<file path="src/rtl/rtl_seq_pkg.sv">
// Shared definitions for the sequenced arithmetic controllers (multiplier now,
// divider/shift controllers later): state encodings and iteration-counter sizing.
package rtl_seq_pkg;

    typedef enum logic [1:0] {
        ST_IDLE = 2'd0,
        ST_RUN  = 2'd1,
        ST_DONE = 2'd2
    } seq_state_e;

    // Counter must hold the iteration count itself after the final step.
    function automatic int cnt_w(input int iters);
        return (iters < 1) ? 1 : $clog2(iters + 1);
    endfunction

endpackage

</file>
<file path="src/rtl/rtl_seq_mul_dp.sv">
// Shift-and-add datapath: multiplicand register, partial-product/multiplier
// register P, one SIZE1-bit adder with carry-out, and a one-bit right shift.
module rtl_seq_mul_dp #(
    parameter int SIZE1 = 4,
    parameter int SIZE2 = 4
) (
    input  logic                   clk,
    input  logic                   reset,
    input  logic                   load_i,
    input  logic                   step_i,
    input  logic [SIZE1-1:0]       mcand_i,
    input  logic [SIZE2-1:0]       mplier_i,
    output logic [SIZE1+SIZE2-1:0] p_nxt_o
);

    localparam int PW = SIZE1 + SIZE2;

    logic [SIZE1-1:0] mcand_q, mcand_d;
    logic [PW-1:0]    p_q, p_d, p_shift;
    logic [SIZE1:0]   sum;

    assign sum = {1'b0, p_q[PW-1:SIZE2]} + {1'b0, mcand_q};

    // The carry lands in the top bit of the shifted word; with a single
    // multiplier bit there are no lower bits left to shift in.
    generate
        if (SIZE2 == 1) begin : g_one_bit
            assign p_shift = p_q[0] ? sum : (p_q >> 1);
        end else begin : g_multi_bit
            assign p_shift = p_q[0] ? {sum, p_q[SIZE2-1:1]} : (p_q >> 1);
        end
    endgenerate

    always_comb begin
        mcand_d = mcand_q;
        p_d     = p_q;
        if (load_i) begin
            mcand_d = mcand_i;
            p_d     = {{SIZE1{1'b0}}, mplier_i};
        end else if (step_i) begin
            p_d     = p_shift;
        end
    end

    always_ff @(posedge clk or posedge reset) begin
        if (reset) begin
            mcand_q <= '0;
            p_q     <= '0;
        end else begin
            mcand_q <= mcand_d;
            p_q     <= p_d;
        end
    end

    assign p_nxt_o = p_d;

endmodule

</file>
<file path="src/rtl/rtl_seq_mul_ctrl.sv">
// Sequenced unsigned multiplier: start/busy/done controller driving a shared
// shift-and-add datapath for SIZE2 iterations per product.
module rtl_seq_mul_ctrl
    import rtl_seq_pkg::*;
#(
    parameter int SIZE1 = 4,
    parameter int SIZE2 = 4,
    parameter int AREA  = SIZE1 * 3,
    parameter int DELAY = SIZE2 + 2
) (
    input  logic                   clk,
    input  logic                   reset,
    input  logic                   start,
    input  logic [SIZE1-1:0]       in1,
    input  logic [SIZE2-1:0]       in2,
    output logic                   busy,
    output logic                   done,
    output logic [SIZE1+SIZE2-1:0] out
);

    localparam int CW = cnt_w(SIZE2);
    localparam int PW = SIZE1 + SIZE2;

    // AREA and DELAY only guide the mapper; reject nonsensical values early.
    generate
        if (SIZE1 < 1 || SIZE2 < 1 || AREA < 0 || DELAY < 0) begin : g_param_chk
            $error("rtl_seq_mul_ctrl: invalid parameter set");
        end
    endgenerate

    seq_state_e     state_q, state_d;
    logic [CW-1:0]  cnt_q, cnt_d;
    logic [PW-1:0]  out_q, out_d;
    logic [PW-1:0]  p_nxt;
    logic           load, step, last;

    assign last = (cnt_q == CW'(SIZE2 - 1));

    always_ff @(posedge clk or posedge reset) begin
        if (reset) state_q <= ST_IDLE;
        else       state_q <= state_d;
    end

    always_comb begin
        state_d = state_q;
        case (state_q)
            ST_IDLE: if (start) state_d = ST_RUN;
            ST_RUN:  if (last)  state_d = ST_DONE;
            ST_DONE: state_d = start ? ST_RUN : ST_IDLE;
            default: state_d = ST_IDLE;
        endcase
    end

    always_comb begin
        busy = (state_q == ST_RUN);
        done = (state_q == ST_DONE);
        step = (state_q == ST_RUN);
        load = start && ((state_q == ST_IDLE) || (state_q == ST_DONE));
    end

    always_comb begin
        cnt_d = cnt_q;
        if (load)      cnt_d = '0;
        else if (step) cnt_d = cnt_q + CW'(1);
    end

    // The product is captured from the datapath's next value so it is valid
    // for the whole DONE cycle and frozen until the next result.
    always_comb begin
        out_d = out_q;
        if (step && last) out_d = p_nxt;
    end

    always_ff @(posedge clk or posedge reset) begin
        if (reset) begin
            cnt_q <= '0;
            out_q <= '0;
        end else begin
            cnt_q <= cnt_d;
            out_q <= out_d;
        end
    end

    assign out = out_q;

    rtl_seq_mul_dp #(
        .SIZE1 (SIZE1),
        .SIZE2 (SIZE2)
    ) u_dp (
        .clk      (clk),
        .reset    (reset),
        .load_i   (load),
        .step_i   (step),
        .mcand_i  (in1),
        .mplier_i (in2),
        .p_nxt_o  (p_nxt)
    );

endmodule

</file>
<file path="config.mk">
export PLATFORM = sky130hd
export DESIGN_NAME = rtl_seq_mul_ctrl
export DESIGN_NICKNAME = d
export VERILOG_FILES = /design/src/rtl/rtl_seq_pkg.sv /design/src/rtl/rtl_seq_mul_dp.sv /design/src/rtl/rtl_seq_mul_ctrl.sv
export SDC_FILE = /design/constraint.sdc
export NUM_CORES = 1
export LEC_CHECK = 0
export ABC_AREA = 1
export ABC_CLOCK_PERIOD_IN_PS = 3400
export CAP_MARGIN = 20
export CORE_MARGIN = 2
export CORE_UTILIZATION = 45
export DETAILED_ROUTE_END_ITERATION = 6
export GPL_TIMING_DRIVEN = 0
export PLACE_DENSITY = 0.69
export SETUP_SLACK_MARGIN = 0.4
export SYNTH_ARGS = -nofsm -noshare
export SYNTH_HDL_FRONTEND = slang
export SYNTH_SLANG_ARGS = --single-unit
</file>
<file path="constraint.sdc">
create_clock -name clk -period 3.4 [get_ports clk]
set_clock_uncertainty 0.15 [all_clocks]
set_input_delay 0.68 -clock clk [delete_from_list [all_inputs] [get_ports clk]]
set_output_delay 0.68 -clock clk [all_outputs]
set_load 0.05 [all_outputs]
</file>
==> impl_metrics.tcl, run 1 <==
# implementation run metrics
set metrics [dict create \
    dieWidth_um 56.3 \
    ys_ff 25 \
    synth.distinct_cells 23 \
    syn-num-nets 151 \
    grt_max_degree 26 \
    reg2reg_depth 7 \
    final_area_um2 1500 \
    synth_top_area_share_pct 50.8 \
    yosys.cell_count.top_type "nand2_1" \
    wl_met2_um 1050 \
    internal_power_uw 782 \
    place_area_um2 1470 \
    min_period_ps 2720 \
    reg2reg_setup_slack_ps 1650 \
    setup_viol 0 \
    worstSetupPathType "reg2out" \
    comb_power_share_pct 56.9 \
    pg_seq_uw 512 \
    sequentialPowerShare_pct 33.6 \
    drive_gt1_share_pct 12.1 \
    reg2reg_to "u_dp.p_q[5]$_DFF_PP0_" \
    top_cells_by_area "dfrtp_1, nand2_1, ha_1, inv_1, nand3_2" \
    crit_path_top_delay_cell "clkdlybuf4s50_1" \
    p_sw_share_pct 48.8 \
    cts_max_level 1 \
    max-cap-violations 0 \
    layout_top_cell "nand2_1" \
    startpoint "state_q[1]$_DFFE_PP0P_" \
    finalSetupTns_ps 0 \
    num_io_pins 21 \
    cp.required_ps 2570 \
    cts_resized 0 \
    warnings 26 \
    hold_buffers 0 \
    initial_utilization_pct 48.4 \
    yosys_warnings 0 \
    hp-class "reg2reg" \
    min-delay-start "cnt_q[0]$_DFFE_PP0P_" \
    row_count 18 \
    ys.flop_type "dfrtp_1" \
    critical_path.max_stage_delay_ps 820 \
    crit_family "buffers and inverters" \
    cts_buffer_depth 2 \
    crit_end "busy" \
    worst_pin_slew_ps 911 \
    status "finished clean" \
    syn_inst 133 \
    dpl.hpwl_um 1660 \
    grt-busiest-layer "met2" \
    clkTransAtPathRegs_ps 150 \
    syn_avg_cell_area_um2 9.27 \
    routed.top_layer "met4" \
    finalNetCount 176 \
    grt_use_met1_pct 22.1 \
    dieArea_um2 3170 \
    power_mw 1.53 \
    grt_overflow 0 \
    final-hold-violation-count 0 \
    syn_area_um2 1230 \
    holdWs_ps 342 \
    ys_cells 133 \
    powerClk_uw 145 \
    p_sw_uw 745 \
    fill_cells 231 \
    peakVddDrop_v 0.000625 \
]
==> run 1: kinds of logic after synthesis <==
family	synth area share, %
xor gates and xnor gates	0.711
AOI/OAI and AO/OA	7.92
and+or+nand+nor	26.1
buffers and inverters	6.80
adders and majority gates	7.72
DFF	50.8
==> run 1: flip-flops by register name, summed over array words and instances (netlist names) <==
| name | count |
|---|---|
| cnt_q | 3 |
| u_dp.p_q | 8 |
| out | 8 |
| u_dp.mcand_q | 4 |
| state_q | 2 |
==> run 1: final cells by class <==
class | instances | area (um2) | share of cell area (%)
inverters | 17 | 83.8 | 5.58
clock buffers | 3 | 22.5 | 1.50
well taps | 30 | 37.5 | 2.50
repair buffers | 20 | 200 | 13.3
clock inverters | 1 | 8.76 | 0.583
multi-input cells | 91 | 523 | 34.8
flip-flops and latches | 25 | 626 | 41.7
### Clock wiring as the flow saved it, run 1

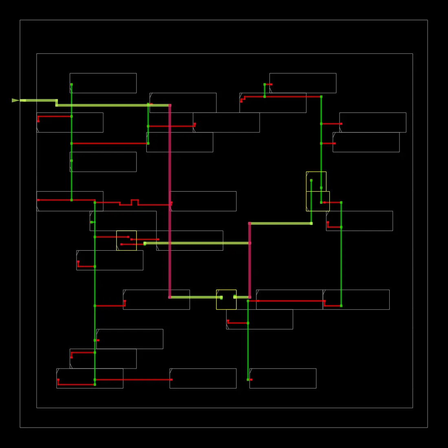
total CTS buffers: 3
clk sinks: 25
Insertion Delay late pin: 340 ps

### Routed metal, one color a layer, run 1

Two of the layers only.
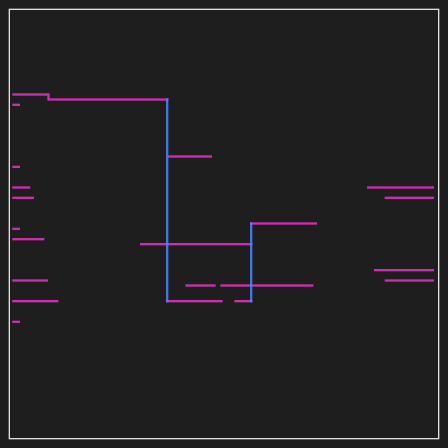
Key: blue = M4 [wire length 36.7 um]; magenta = M3 [wire length 124 um]
GRT Total Usage: 16.8%
DR vias: 909
routed wire length: 2280 um
drt wl/cell: 12.2 um

### The metal 2 layer, run 1

Cells faint in the background.
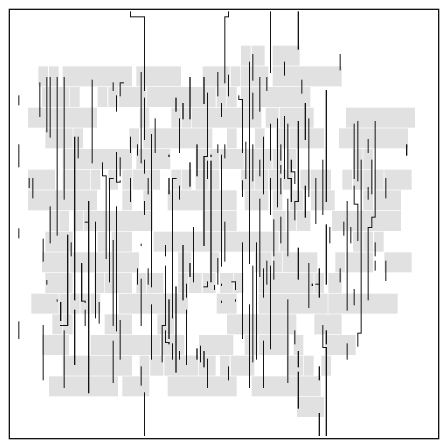
The wires run mostly vertical. The longest straight run is 26.5 um.
met2 global-route usage: 26.1%

### Cells by drive strength, run 1

Scale bar: 20 um.
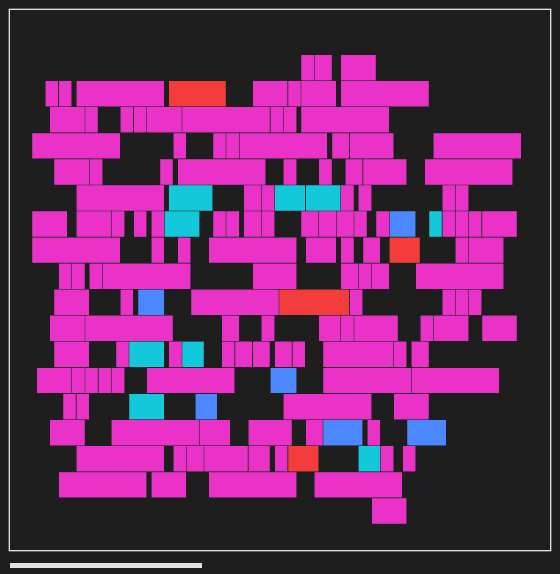
Key: cyan = x2 [cells 9, share 5.7%]; blue = x3 and x4 [cells 6, share 3.8%]; red = x6 and larger [cells 4, share 2.5%]; magenta = x1 and smaller [cells 138, share 88%]

### Metal 1, run 1

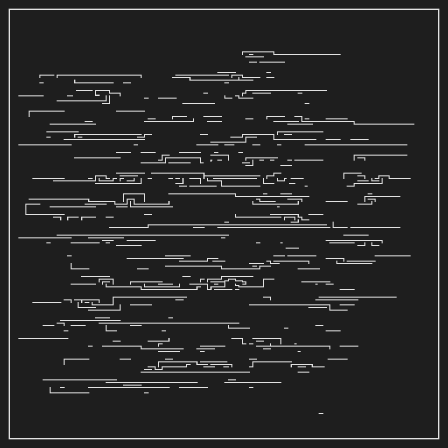

## Run 2: what changed since run 1
--- a/config.mk
+++ b/config.mk
@@ -6,7 +6,7 @@
 export NUM_CORES = 1
 export LEC_CHECK = 0
 export ABC_AREA = 1
-export ABC_CLOCK_PERIOD_IN_PS = 3400
+export ABC_CLOCK_PERIOD_IN_PS = 2600
 export CAP_MARGIN = 20
 export CORE_MARGIN = 2
 export CORE_UTILIZATION = 45
==> constraint.sdc (replaced) <==
create_clock -name clk -period 2.6 [get_ports clk]
set_clock_uncertainty 0.15 [all_clocks]
set_input_delay 0.52 -clock clk [delete_from_list [all_inputs] [get_ports clk]]
set_output_delay 0.52 -clock clk [all_outputs]
set_load 0.05 [all_outputs]
### Metal 1, run 2

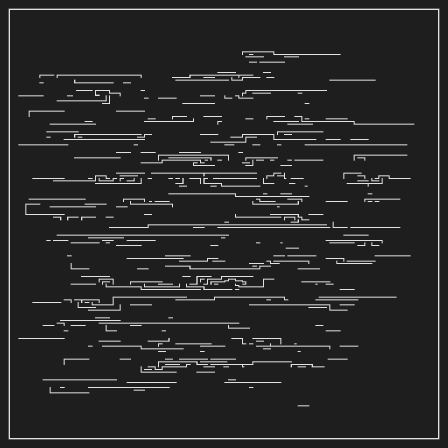
The layer carries 1080 um of wire. The longest straight run is 23.5 um.

==> impl_metrics.tcl, run 2 <==
# implementation run metrics
set metrics [dict create \
    buffer_area_share_pct 12.6 \
    reg2reg_to "u_dp.p_q[5]$_DFF_PP0_" \
    status "finished clean" \
    dieWidth_um 56.3 \
    final-hold-violation-count 0 \
    hp-class "reg2reg" \
    worstSetupPathType "reg2out" \
    dieArea_um2 3170 \
    mux_share_pct 0 \
    seq_share_pct 42.0 \
    power_mw 1.95 \
    ff_count 25 \
    startpoint "state_q[0]$_DFFE_PP0P_" \
    yosys.area_share.simple_pct 26.1 \
    xor_area_share_pct 0.711 \
    syn_area_um2 1230 \
    initial_utilization_pct 48.4 \
    dpl.hpwl_um 1660 \
    grt_use_met1_pct 22.1 \
    final-comb-area_um2 523 \
    grtUsageTotal_pct 16.8 \
    final.clkbuf_count 3 \
    row_count 18 \
    peakVddDrop_v 0.000795 \
    crit_end "done" \
    hold_buffers 0 \
    layout_top_cell "nand2_1" \
    cts_buffers 3 \
    flop_area_um2 626 \
    grt_max_degree 26 \
    grt-busiest-layer "met2" \
    cts_buffer_depth 2 \
    reg2reg_depth 7 \
    setup_viol 0 \
    grt_overflow 0 \
    taps 30 \
    clock_area_share_pct 2.10 \
    top_logic_kind "simple AND/OR/NAND/NOR gates" \
    yosys.cell_count.top_type "nand2_1" \
    fill_cells 234 \
    min-delay-start "cnt_q[0]$_DFFE_PP0P_" \
    largestClassByArea "flip-flops and latches" \
    vias 898 \
    aoi_share_pct 7.92 \
    grt_use_met2_pct 26.1 \
    reg2reg_setup_slack_ps 850 \
    final_area_um2 1490 \
    drive_gt1_share_pct 12.7 \
    cts_resized 9 \
    num_io_pins 21 \
    syn_avg_cell_area_um2 9.27 \
    inv_count 17 \
    finalNetCount 176 \
    yosys_warnings 0 \
    worst_pin_slew_ps 923 \
    clkTransAtPathRegs_ps 150 \
]
### Routed metal, one color a layer, run 2

Two of the layers only.
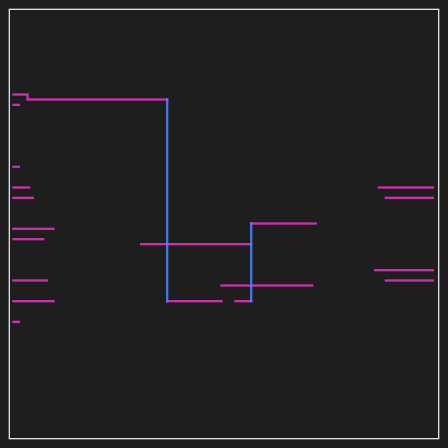
routed wire length: 2270 um
drt wl/cell: 12.1 um

## run 2: cell count changes in the layout (fill, tap and decap cells not counted)
cell	previous run	this run
dlymetal6s2s_1	0	1
clkbuf_2	0	1
dlygate4sd2_1	0	8
clkdlybuf4s50_1	20	10
## run 2: layer usage
metal	share of wire, %	vias up
met5	0	-
met4	1.6	0
met3	5.2	5
met2	46	19
met1	47	399
li1	-	475
## run 2: report_power, final
group / total (mW) / internal [mW] / leakage, nW / switching [mW]
Combinational: 1.09 / 0.352 / 0.467 / 0.742
Clock: 0.189 / 0.0628 / 0.0183 / 0.126
Sequential: 0.668 / 0.564 / 0.314 / 0.104
Total: 1.95 / 0.979 / 0.799 / 0.972
## run 2: critical path, stage by stage, from the launching register on
cell,delay (ps)
dfrtp_1,420
nor2_1,100
dlygate4sd2_1,520
### The metal 2 layer, run 2

Cells faint in the background.
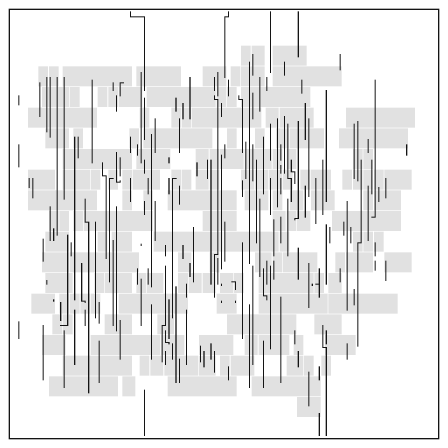

## Run 3: what changed since run 2
--- a/config.mk
+++ b/config.mk
@@ -6,13 +6,13 @@
 export NUM_CORES = 1
 export LEC_CHECK = 0
 export ABC_AREA = 1
-export ABC_CLOCK_PERIOD_IN_PS = 2600
+export ABC_CLOCK_PERIOD_IN_PS = 1850
 export CAP_MARGIN = 20
 export CORE_MARGIN = 2
 export CORE_UTILIZATION = 45
 export DETAILED_ROUTE_END_ITERATION = 6
 export GPL_TIMING_DRIVEN = 0
-export PLACE_DENSITY = 0.69
+export PLACE_DENSITY = 0.72
 export SETUP_SLACK_MARGIN = 0.4
 export SYNTH_ARGS = -nofsm -noshare
 export SYNTH_HDL_FRONTEND = slang
==> constraint.sdc (replaced) <==
create_clock -name clk -period 1.85 [get_ports clk]
set_clock_uncertainty 0.15 [all_clocks]
set_input_delay 0.37 -clock clk [delete_from_list [all_inputs] [get_ports clk]]
set_output_delay 0.37 -clock clk [all_outputs]
set_load 0.05 [all_outputs]
### The metal 2 layer, run 3

Cells faint in the background.
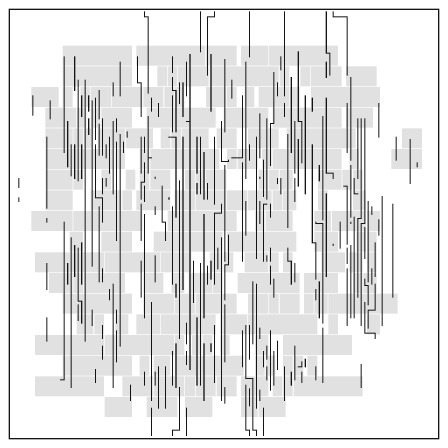
The longest straight run is 41.5 um. 166 nets have wire on it. The wires run mostly vertical. The layer carries 1450 um of wire.

==> impl_metrics.tcl, run 3 <==
# implementation run metrics
set metrics [dict create \
    status "finished clean" \
    cp.required_ps 1900 \
    syn2layout_area_growth_pct 41.2 \
    dp.cells 183 \
    final_area_um2 1740 \
    hold_buffers 0 \
    row_count 18 \
    clkTransAtPathRegs_ps 130 \
    critical_path.max_stage_delay_ps 390 \
    grtUsageTotal_pct 17.5 \
    syn_area_um2 1230 \
    combinationalPower_mw 2.21 \
    power_mw 3.45 \
    grt_pass1_wl_um 4450 \
    drive_gt1_share_pct 35.3 \
    syn_avg_cell_area_um2 9.27 \
    pg_seq_uw 997 \
    grt_overflow 0 \
    drc_errors 0 \
    max-cap-violations 0 \
    antenna_found_initial 0 \
    maxPowerGroup "combinational logic" \
    powerClk_uw 240 \
    warnings 29 \
    holdWs_ps 365 \
    fill_cells 204 \
    syn_inst 133 \
    startpoint "u_dp.p_q[4]$_DFF_PP0_" \
    yosys.cell_count.top_type "nand2_1" \
    comb_power_share_pct 64.1 \
    ys.flop_type "dfrtp_1" \
    flop_area_um2 626 \
    crit_chain "ha_2 > inv_2 > fa_2 > xor2_1 > nand2_1 > o21ai_2 > o22ai_1" \
    top_cells_by_area "dfrtp_1, nand2_1, ha_1, inv_1, nand3_2" \
    num_io_pins 21 \
    synth_top_area_share_pct 50.8 \
    layout_top_cell "nand2_1" \
    dieWidth_um 56.3 \
    yosys_warnings 0 \
    clk_latency_ps 310 \
    min-delay-start "u_dp.mcand_q[0]$_DFFE_PP0P_" \
    reg2reg_setup_slack_ps 130 \
    finalNetCount 192 \
    ys_ff 25 \
    clkPwrFrac_pct 7.0 \
    vias 1033 \
    cts_resized 68 \
    internal_power_mw 1.81 \
    wl_per_cell_um 13.8 \
    ys_cells 133 \
    arrival_ps 1770 \
    finalSetupTns_ps 0 \
    cts_tree "yes" \
    setup_viol 0 \
    synth.distinct_cells 23 \
    grt_max_degree 26 \
    cts_max_level 1 \
    critPathBufInv 1 \
    worstSetupPathType "reg2reg" \
    place_area_um2 1480 \
    p_sw_mw 1.64 \
    reg2reg_to "u_dp.p_q[5]$_DFF_PP0_" \
    cts_buffer_depth 2 \
    worst_pin_slew_ps 942 \
    p_sw_share_pct 47.6 \
    synth-edff-count 0 \
    cts_buffers 3 \
    initial_utilization_pct 48.4 \
    ys_chip_area_um2 1230 \
    sequentialPowerShare_pct 28.9 \
    min_period_ps 1720 \
    peakVddDrop_v 0.00125 \
    worstSetupPathDepth 7 \
    post-cts-setup-buffers 3 \
    reg2reg_depth 7 \
    final-hold-violation-count 0 \
    dpl.hpwl_um 1820 \
    dieArea_um2 3170 \
    p_per_area_nw_per_um2 1980 \
    drtIter0Drc 20 \
    final-comb-area_um2 626 \
    clock_sinks 25 \
    drt-total-wl_um 2800 \
    syn-num-nets 151 \
    crit_end "u_dp.p_q[5]$_DFF_PP0_" \
    crit_path_top_delay_cell "dfrtp_1" \
    crit_family "adder cells" \
    hp-class "reg2reg" \
]
### Metal 1, run 3

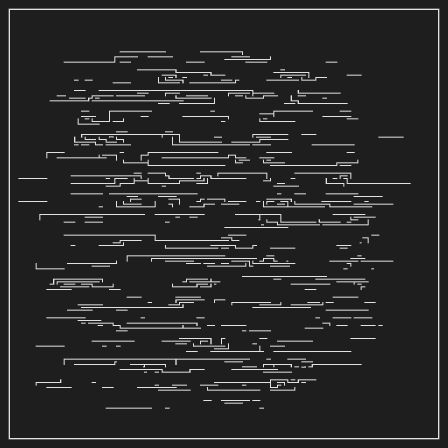
The layer holds 43% of the routed length. 172 nets have wire on it.

[run 3: area by class of cell]
class                           instances  share of cell area [%]
Sequential cell                        25                    35.9
Multi-Input combinational cell         92                    35.9
Timing Repair Buffer                   35                    19.3
Inverter                               17                    5.10
Tap cell                               30                    2.16
Clock buffer                            4                    1.51
[run 3: cells by family (layout without fill, tap and decap cells)]
logic type	after synthesis	count (layout)	share of synthesized area, %
flip-flops	25	25	50.8
AND/OR/NAND/NOR	67	68	26.1
XOR/XNOR	1	1	0.711
adder cells (fa/ha/maj)	7	7	7.72
buffers and inverters	17	56	6.80
AND-OR/OR-AND	16	16	7.92
[run 3: metal layers]
metal  vias up  part of all wire [%]  GRT usage (%)
met5         -                     0              0
met4         0                   2.7           5.10
met3         8                   2.6           2.76
met2        19                    52           30.8
met1       495                    43           22.3
li1        511                     -              -
Power and IR drop assume default switching activity.
